[src/rtl/dmem_access_ctrl.sv]
// Data-memory access sequencer: arbitrates two requesters onto a single-port
// 32-bit word memory, with byte/half extraction on loads and read-modify-write stores.
module dmem_access_ctrl #(
    parameter int ADDR_W = 8
) (
    input  logic              clk,
    input  logic              rst_n,
    input  logic              rq0_valid,
    output logic              rq0_ready,
    input  logic              rq0_we,
    input  logic [1:0]        rq0_size,
    input  logic              rq0_uns,
    input  logic [31:0]       rq0_addr,
    input  logic [31:0]       rq0_wdata,
    input  logic              rq1_valid,
    output logic              rq1_ready,
    input  logic              rq1_we,
    input  logic [1:0]        rq1_size,
    input  logic              rq1_uns,
    input  logic [31:0]       rq1_addr,
    input  logic [31:0]       rq1_wdata,
    output logic              rs0_valid,
    output logic              rs1_valid,
    output logic [31:0]       rs_rdata,
    output logic              rs_err,
    output logic [ADDR_W-1:0] mem_addr,
    output logic [31:0]       mem_wdata,
    output logic              mem_we,
    input  logic [31:0]       mem_rdata
);

    // state  | meaning
    // IDLE   | arbitrate and accept one request
    // ACCESS | address memory; load extract, word write, or sub-word merge
    // WRITE  | write back merged word of a sub-word store
    // RESP   | one-cycle response pulse to the owner
    typedef enum logic [1:0] {IDLE, ACCESS, WRITE, RESP} state_t;

    state_t      state_q, state_d;
    logic        we_q, we_d, uns_q, uns_d, owner_q, owner_d, last_q, last_d;
    logic [1:0]  size_q, size_d;
    logic [31:0] addr_q, addr_d, wdata_q, wdata_d;
    logic [31:0] rdata_q, rdata_d, merged_q, merged_d;
    logic        grant0, grant1, req_err, mem_we_raw;
    logic [4:0]  bsh, hsh;
    logic [31:0] rd_shift, load_val, merge_val;

    always_ff @(posedge clk) begin
        if (!rst_n) begin
            state_q  <= IDLE;
            we_q     <= 1'b0;
            uns_q    <= 1'b0;
            owner_q  <= 1'b0;
            last_q   <= 1'b1;
            size_q   <= 2'b00;
            addr_q   <= '0;
            wdata_q  <= '0;
            rdata_q  <= '0;
            merged_q <= '0;
        end else begin
            state_q  <= state_d;
            we_q     <= we_d;
            uns_q    <= uns_d;
            owner_q  <= owner_d;
            last_q   <= last_d;
            size_q   <= size_d;
            addr_q   <= addr_d;
            wdata_q  <= wdata_d;
            rdata_q  <= rdata_d;
            merged_q <= merged_d;
        end
    end

    // last_q records the port granted most recently; it breaks ties toward the other one
    assign grant0 = rq0_valid & (~rq1_valid | last_q);
    assign grant1 = rq1_valid & (~rq0_valid | ~last_q);

    always_comb begin
        req_err = (size_q == 2'b11)
                | ((size_q == 2'b01) & addr_q[0])
                | ((size_q == 2'b10) & (addr_q[1:0] != 2'b00))
                | (addr_q[31:ADDR_W+2] != '0);
        bsh      = {addr_q[1:0], 3'b000};
        hsh      = {addr_q[1], 4'b0000};
        rd_shift = mem_rdata >> (size_q[0] ? hsh : bsh);
        case (size_q)
            2'b00:   load_val = uns_q ? {24'b0, rd_shift[7:0]}
                                      : {{24{rd_shift[7]}}, rd_shift[7:0]};
            2'b01:   load_val = uns_q ? {16'b0, rd_shift[15:0]}
                                      : {{16{rd_shift[15]}}, rd_shift[15:0]};
            default: load_val = mem_rdata;
        endcase
        merge_val = mem_rdata;
        if (size_q[0]) merge_val[hsh +: 16] = wdata_q[15:0];
        else           merge_val[bsh +: 8]  = wdata_q[7:0];
    end

    always_comb begin
        state_d  = state_q;
        we_d     = we_q;
        uns_d    = uns_q;
        owner_d  = owner_q;
        last_d   = last_q;
        size_d   = size_q;
        addr_d   = addr_q;
        wdata_d  = wdata_q;
        rdata_d  = rdata_q;
        merged_d = merged_q;
        case (state_q)
            IDLE: begin
                if (grant0 | grant1) begin
                    owner_d = grant1;
                    last_d  = grant1;
                    we_d    = grant1 ? rq1_we    : rq0_we;
                    size_d  = grant1 ? rq1_size  : rq0_size;
                    uns_d   = grant1 ? rq1_uns   : rq0_uns;
                    addr_d  = grant1 ? rq1_addr  : rq0_addr;
                    wdata_d = grant1 ? rq1_wdata : rq0_wdata;
                    state_d = ACCESS;
                end
            end
            ACCESS: begin
                rdata_d = '0;
                if (req_err) begin
                    state_d = RESP;
                end else if (!we_q) begin
                    rdata_d = load_val;
                    state_d = RESP;
                end else if (size_q == 2'b10) begin
                    state_d = RESP;
                end else begin
                    merged_d = merge_val;
                    state_d  = WRITE;
                end
            end
            WRITE:   state_d = RESP;
            RESP:    state_d = IDLE;
            default: state_d = IDLE;
        endcase
    end

    always_comb begin
        rq0_ready  = 1'b0;
        rq1_ready  = 1'b0;
        rs0_valid  = 1'b0;
        rs1_valid  = 1'b0;
        rs_err     = 1'b0;
        mem_we_raw = 1'b0;
        mem_wdata  = '0;
        case (state_q)
            IDLE: begin
                rq0_ready = grant0;
                rq1_ready = grant1;
            end
            ACCESS: begin
                if (!req_err && we_q && (size_q == 2'b10)) begin
                    mem_we_raw = 1'b1;
                    mem_wdata  = wdata_q;
                end
            end
            WRITE: begin
                mem_we_raw = 1'b1;
                mem_wdata  = merged_q;
            end
            RESP: begin
                rs0_valid = ~owner_q;
                rs1_valid = owner_q;
                rs_err    = req_err;
            end
            default: ;
        endcase
    end

    // rst_n gating makes a reset asserted mid-cycle cancel any pending write
    assign mem_we   = mem_we_raw & rst_n;
    assign mem_addr = addr_q[ADDR_W+1:2];
    assign rs_rdata = rdata_q;

endmodule

[config.mk]
export PLATFORM = sky130hd
export DESIGN_NAME = dmem_access_ctrl
export DESIGN_NICKNAME = d
export VERILOG_FILES = /design/src/rtl/dmem_access_ctrl.sv
export SDC_FILE = /design/constraint.sdc
export NUM_CORES = 1
export LEC_CHECK = 0
export ABC_AREA = 1
export CAP_MARGIN = 20
export CORE_MARGIN = 10
export CORE_UTILIZATION = 30
export CTS_BUF_LIST = sky130_fd_sc_hd__clkbuf_4
export DETAILED_ROUTE_END_ITERATION = 6
export SYNTH_ARGS = -nofsm -noshare
export SYNTH_HDL_FRONTEND = slang
export SYNTH_SLANG_ARGS = --single-unit
[constraint.sdc]
create_clock -name clk -period 3.11 [get_ports clk]
set_input_delay 0.4665 -clock clk [delete_from_list [all_inputs] [get_ports clk]]
set_output_delay 0.4665 -clock clk [all_outputs]
set_load 0.005 [all_outputs]
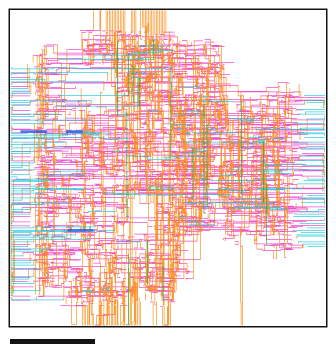
(run_1/wires.png)
The bar under the picture is 50 um long.
legend:
  cyan:
    layer: metal 3
    wire_length: 3390 um
  green:
    layer: metal 4
    wire_length: 603 um
  orange:
    layer: metal 2
    wire_length: 15400 um
  magenta:
    layer: metal 1
    wire_length: 15300 um
  blue:
    layer: metal 5
    wire_length: 35.9 um

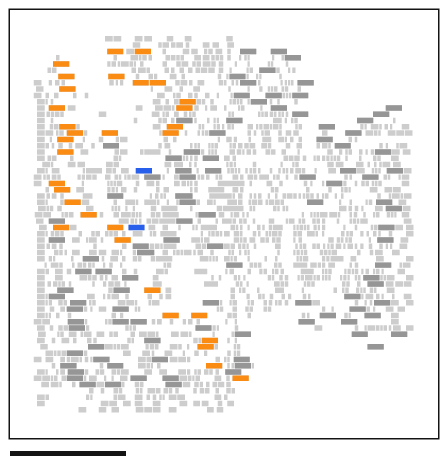
(run_1/flops_by_reg.png)
The bar under the picture is 50 um long. Other sequential cells in the stronger gray, the rest of the logic in the fainter gray.
legend:
  orange:
    signal: `wdata_q`
    placed_flops: 32
  blue:
    signal: `state_q`
    placed_flops: 2
not colored: 102

==> reports/results.ini, run 1 <==
[run_status]
status=finished clean

[timing]
setup_slack_ps=116
slew_violations=0
setup_viol=0
fin_setup_tns_ps=0
max_slew_margin=0.327
tightestPinTransition_ps=1010

[floorplanning]
num_io_pins=250
floorplan.core_util=0.305
chipArea_sq_mm=0.0343
die_h_um=185

[pwr]
power_frac_seq=0.342
p_comb_frac=0.492

[place]
gp_routability_congestion=0.879
dp_hpwl_um=25500
postPlaceCellArea_sq_mm=0.0108
port_buffers=249

[setup_path]
max_stage_delay_ps=350
r2r_slack_ps=580
r2r-start=addr_q[0]
crit_slowest_cell=dfxtp_2
crit_top_cell=inv_2

[layout]
lay_top_count=nand2_1
final_cell_mix=300 x nand2_1, 213 x clkdlybuf4s50_1, 145 x a21oi_1
final_area_sq_mm=0.0112
drive_gt1_frac=0.0692
layout.cells.non_filler=1801

[detailed_routing]
firstDrtPassIters=5
ant_nets=0
routed_wl_um=34800

[grt]
grt_usage=0.196
antenna_found_initial=3

[clock_network]
cts.sinks=136
cts.path.max_buffers=2

[synthesis]
ys_seq_share=0.333
ys_warn_count=0
ys_cells=1268
syn-num-nets=1450
synth.avg_cell_area_sq_um=6.46

[flow_run]
drv_cap=0

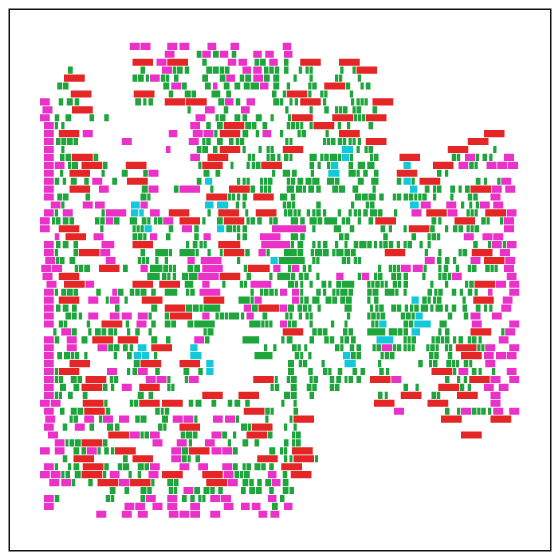
(run_1/placement_by_type.png)
legend:
  green:
    class: combinational and other logic
    cells: 1012
  cyan:
    class: clock drivers and dummy loads
    cells: 32
  red:
    class: sequential cells
    cells: 136
  magenta:
    class: remaining buffers and delay cells
    cells: 280

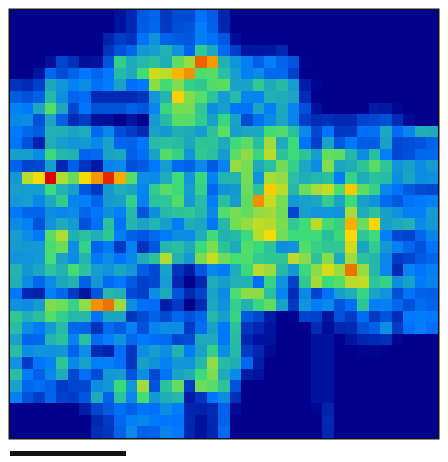
(run_1/metal_density.png)
The bar under the picture is 50 um long. The die is cut into 37 by 37 equal tiles; dark blue is low, red is high, scaled to the fullest tile. Values are wire area over tile area, all layers added.
mean over tiles: 0.17
fullest tile: 0.69
tiles over half the peak: 10%
nearly empty tiles: 23%

## run 1: metal layers
metal	track usage	vias up	routed length (um)
met1	0.250	4372	15300
met4	0.0491	6	603
met2	0.308	388	15400
met3	0.0664	44	3390
li1	-	4689	-
met5	0	-	35
## run 1: state kept, by name, summed over array words and instances (netlist names)
signal    cells
addr_q       32
last_q        1
merged_q     32
owner_q       1
rs_rdata     32
size_q        2
state_q       2
uns_q         1
wdata_q      32
we_q          1
## run 1: synthesized netlist by cell type (all sizes together)
cell	count	share of area
nand2	303	0.14
a21oi	150	0.092
dfxtp	136	0.33
nand3	134	0.086
o21ai	109	0.067
inv	101	0.046
a31oi	69	0.053
clkbuf	68	0.031
buf	52	0.039
nor2	48	0.026
nand4	42	0.032
a22oi	23	0.021
o22ai	16	0.012
ha	10	0.015
o211ai	4	0.0037
nor3	2	0.0032
clkinv	1	0.00046
## run 1: critical path, delay by kind of cell, from the launching register on
family          cells  cell delay (ps)
flops               1              350
fa+ha+maj           1              140
compound gates      1              130
simple gates        5              550
buf+inv             6              800
## run 1: metrics by stage
stage          power, W  hold WS, ps   util
5_1_grt         0.00781          271  0.416
6_report        0.00725          288  0.416
3_3_place_gp    0.00598          432  0.402
3_5_place_dp    0.00599          441  0.402
4_1_cts         0.00724          254  0.415
2_1_floorplan   0.00475          421      -
## run 1: kinds of logic after synthesis
| family | Yosys count | synth area share |
|---|---|---|
| flops | 136 | 0.333 |
| fa+ha+maj | 10 | 0.0153 |
| buf+inv | 222 | 0.116 |
| compound gates | 371 | 0.249 |
| simple gates | 529 | 0.287 |
## run 1: worst max path at each step
stage | from | endpoint
after detailed placement | addr_q[0] | mem_wdata[25]
final | addr_q[0] | mem_wdata[29]
after global placement | size_q[1] | mem_wdata[7]
after CTS | addr_q[0] | rs_err
after global routing | addr_q[0] | mem_wdata[29]
after floorplan | addr_q[1] | mem_wdata[12]
## run 1: power by group through the flow
stage / sequential, W / combinational, W / clock (W)
floorplan: 0.00232 / 0.00243 / 0
global placement: 0.00251 / 0.00347 / 0
detailed placement: 0.00251 / 0.00348 / 0
CTS: 0.00247 / 0.00352 / 0.00125
global route: 0.00252 / 0.00397 / 0.00131
finish: 0.00248 / 0.00357 / 0.00120
## run 1: repair_timing
action | 4_1_cts | 5_1_grt
gates cloned | 2 | 0
gates resized | 39 | 14
endpoints found under the setup margin | 33 | 11
buffers inserted | 4 | 1
pin swaps | 2 | 3
## run 1: cell type report
| class | instances | area, sq um |
|---|---|---|
| Fill cell | 2900 | 15700 |
| Inverter | 102 | 384 |
| Clock inverter | 15 | 153 |
| Clock buffer | 17 | 128 |
| Multi-Input combinational cell | 910 | 4550 |
| Sequential cell | 136 | 2730 |
| Tap cell | 341 | 427 |
| Timing Repair Buffer | 280 | 2810 |
==> inputs of run 2 (changes only) <==
--- a/config.mk
+++ b/config.mk
@@ -6,7 +6,7 @@
 export NUM_CORES = 1
 export LEC_CHECK = 0
 export ABC_AREA = 1
-export CAP_MARGIN = 20
+export CAP_MARGIN = 10
 export CORE_MARGIN = 10
 export CORE_UTILIZATION = 30
 export CTS_BUF_LIST = sky130_fd_sc_hd__clkbuf_4
==> constraint.sdc (replaced) <==
create_clock -name clk -period 3.9 [get_ports clk]
set_input_delay 0.585 -clock clk [delete_from_list [all_inputs] [get_ports clk]]
set_output_delay 0.585 -clock clk [all_outputs]
set_load 0.005 [all_outputs]
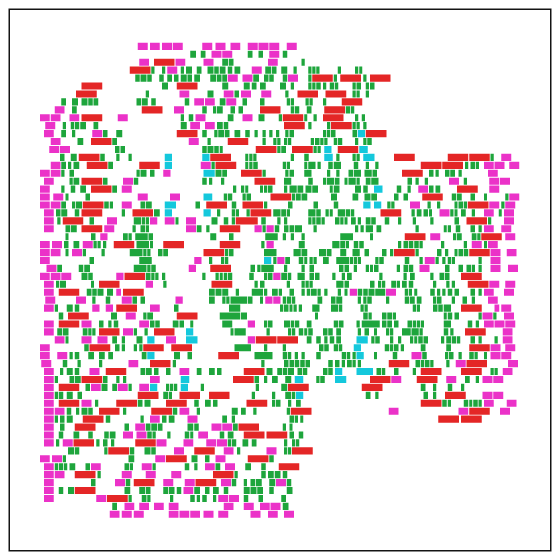
(run_2/placement_by_type.png)
legend:
  cyan:
    class: clock drivers and dummy loads
    cells: 32
  magenta:
    class: remaining buffers and delay cells
    cells: 269
  green:
    class: combinational and other logic
    cells: 1013
  red:
    class: sequential cells
    cells: 136

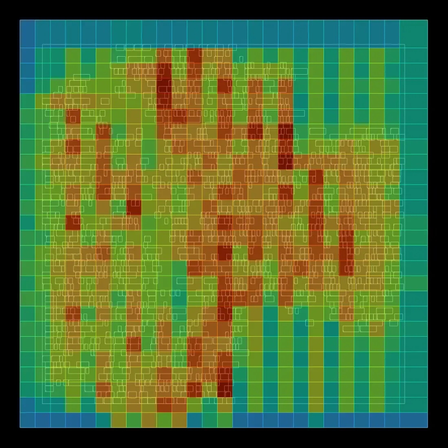
(run_2/congestion.png)
GR peak layer: met2
met3 usage: 0.0680
DR WL/cell: 19.3 um
Final Util: 0.409
total track usage: 0.195

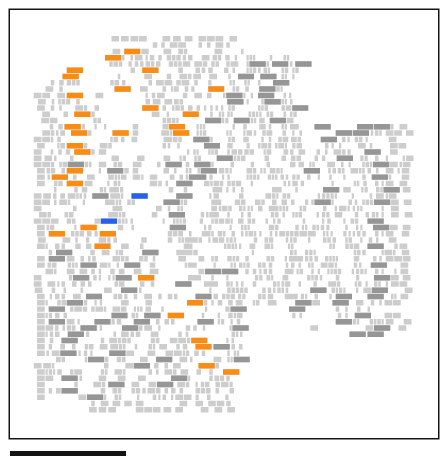
(run_2/flops_by_reg.png)
The bar under the picture is 50 um long. Other sequential cells in the stronger gray, the rest of the logic in the fainter gray.
legend:
  blue:
    signal: `state_q`
    placed_flops: 2
  orange:
    signal: `wdata_q`
    placed_flops: 32
not colored: 102

==> run 2 against run 1 <==
  * Via count decreased by 1.1%
  * Non-clock buffer count down 11
  * Clock-buffer cell count unchanged
  * Cell area down 1.8%
  * First-iteration DRC count grew 12%
  * Global-route usage fell by 0.097 points
  * Utilization fell by 0.73 points
==> reports/results.ini, run 2 <==
[run_status]
status=finished clean

[grt]
use_met2=0.299  ; -0.00858

[synthesis]
ys_warn_count=0  ; unchanged
top_area_cell=dfxtp_1
yosysMostFrequentCell=nand2_1
ys_sh_adder=0.0153  ; unchanged
top_cells_by_count=302 x nand2_1, 149 x a21oi_1, 136 x dfxtp_1
top_cells_by_area=dfxtp_1 33%, nand2_1 14%, a21oi_1 9.1%
synth_top_area_share=0.333  ; unchanged
ys_seq_share=0.333  ; unchanged

[layout]
final_cell_mix=300 x nand2_1, 247 x clkdlybuf4s50_1, 149 x a21oi_1

[setup_path]
crit_top_cell=inv_2

[place]
postPlaceCellArea_sq_mm=0.0107  ; -1.1%

[detailed_routing]
routed_wl_um=34700  ; -0.26%
firstDrtPassIters=5  ; unchanged

[timing]
holdWs_ps=424  ; +136 ps
tightestPinTransition_ps=1030  ; +22.4 ps
max_slew_margin=0.308  ; -0.0192

[floorplanning]
die_h_um=185  ; unchanged

[flow_run]
drv_cap=0  ; unchanged

==> run 2: layout make-up <==
cell class | count | area, sq um | area share
Multi-Input combinational cell | 911 | 4530 | 0.413
Sequential cell | 136 | 2720 | 0.248
Timing Repair Buffer | 269 | 2630 | 0.240
Tap cell | 341 | 427 | 0.0388
Inverter | 102 | 384 | 0.0350
Clock inverter | 15 | 151 | 0.0138
Clock buffer | 17 | 128 | 0.0116
Antenna cell | 2 | 5.00 | 0.000456
==> run 2: path summary, 6_finish.rpt <==
kind,end,slack [ps],startpoint
min reg2reg,merged_q[0],460,merged_q[0]
max,mem_wdata[16],250,addr_q[0]
max reg2reg,rs_rdata[14],1060,state_q[1]
min,last_q,420,rst_n
==> run 2: logic make-up (layout without fill, tap and decap cells) <==
family | Yosys count | after routing
AOI/OAI and AO/OA | 371 | 371
adders and majority gates | 10 | 10
other | 0 | 2
and+or+nand+nor | 529 | 530
DFF | 136 | 136
buffers and inverters | 222 | 403
==> run 2: worst register-to-register path, delay by kind of cell, from the launching register on <==
kind,cells,cell delay [ps]
flip-flops,1,370
adder cells (fa/ha/maj),1,250
buffers and inverters,5,1430
AND/OR/NAND/NOR,3,560
AND-OR/OR-AND,1,160
==> run 2: layer usage <==
layer / part of all wire / up-vias
met5: 0.00063 / -
met4: 0.011 / 4
met3: 0.090 / 30
met2: 0.44 / 351
met1: 0.46 / 4329
li1: - / 4676
==> run 2: where the power goes <==
part / switching (W) / total (W) / internal, W / leakage [nW]
Combinational: 0.00185 / 0.00274 / 0.000892 / 2.88
Clock: 0.000673 / 0.000965 / 0.000292 / 0.148
Sequential: 0.000294 / 0.00197 / 0.00168 / 1.11
Total: 0.00282 / 0.00568 / 0.00286 / 4.14
==> run 2: repair_timing <==
item                       4_1_cts  5_1_grt
hold buffers                     0        0
resized                          0        0
setup endpoints to repair        0        2
==> run 2: stage by stage <==
step	util	total power (W)	worst slack, ps
after global placement	0.398	0.00469	981
after floorplan	-	0.00379	1200
final	0.409	0.00568	248
after CTS	0.408	0.00567	244
after detailed placement	0.398	0.00470	909
after global routing	0.409	0.00610	51.5
No activity file was given, so power comes from the tool's default toggle rates.
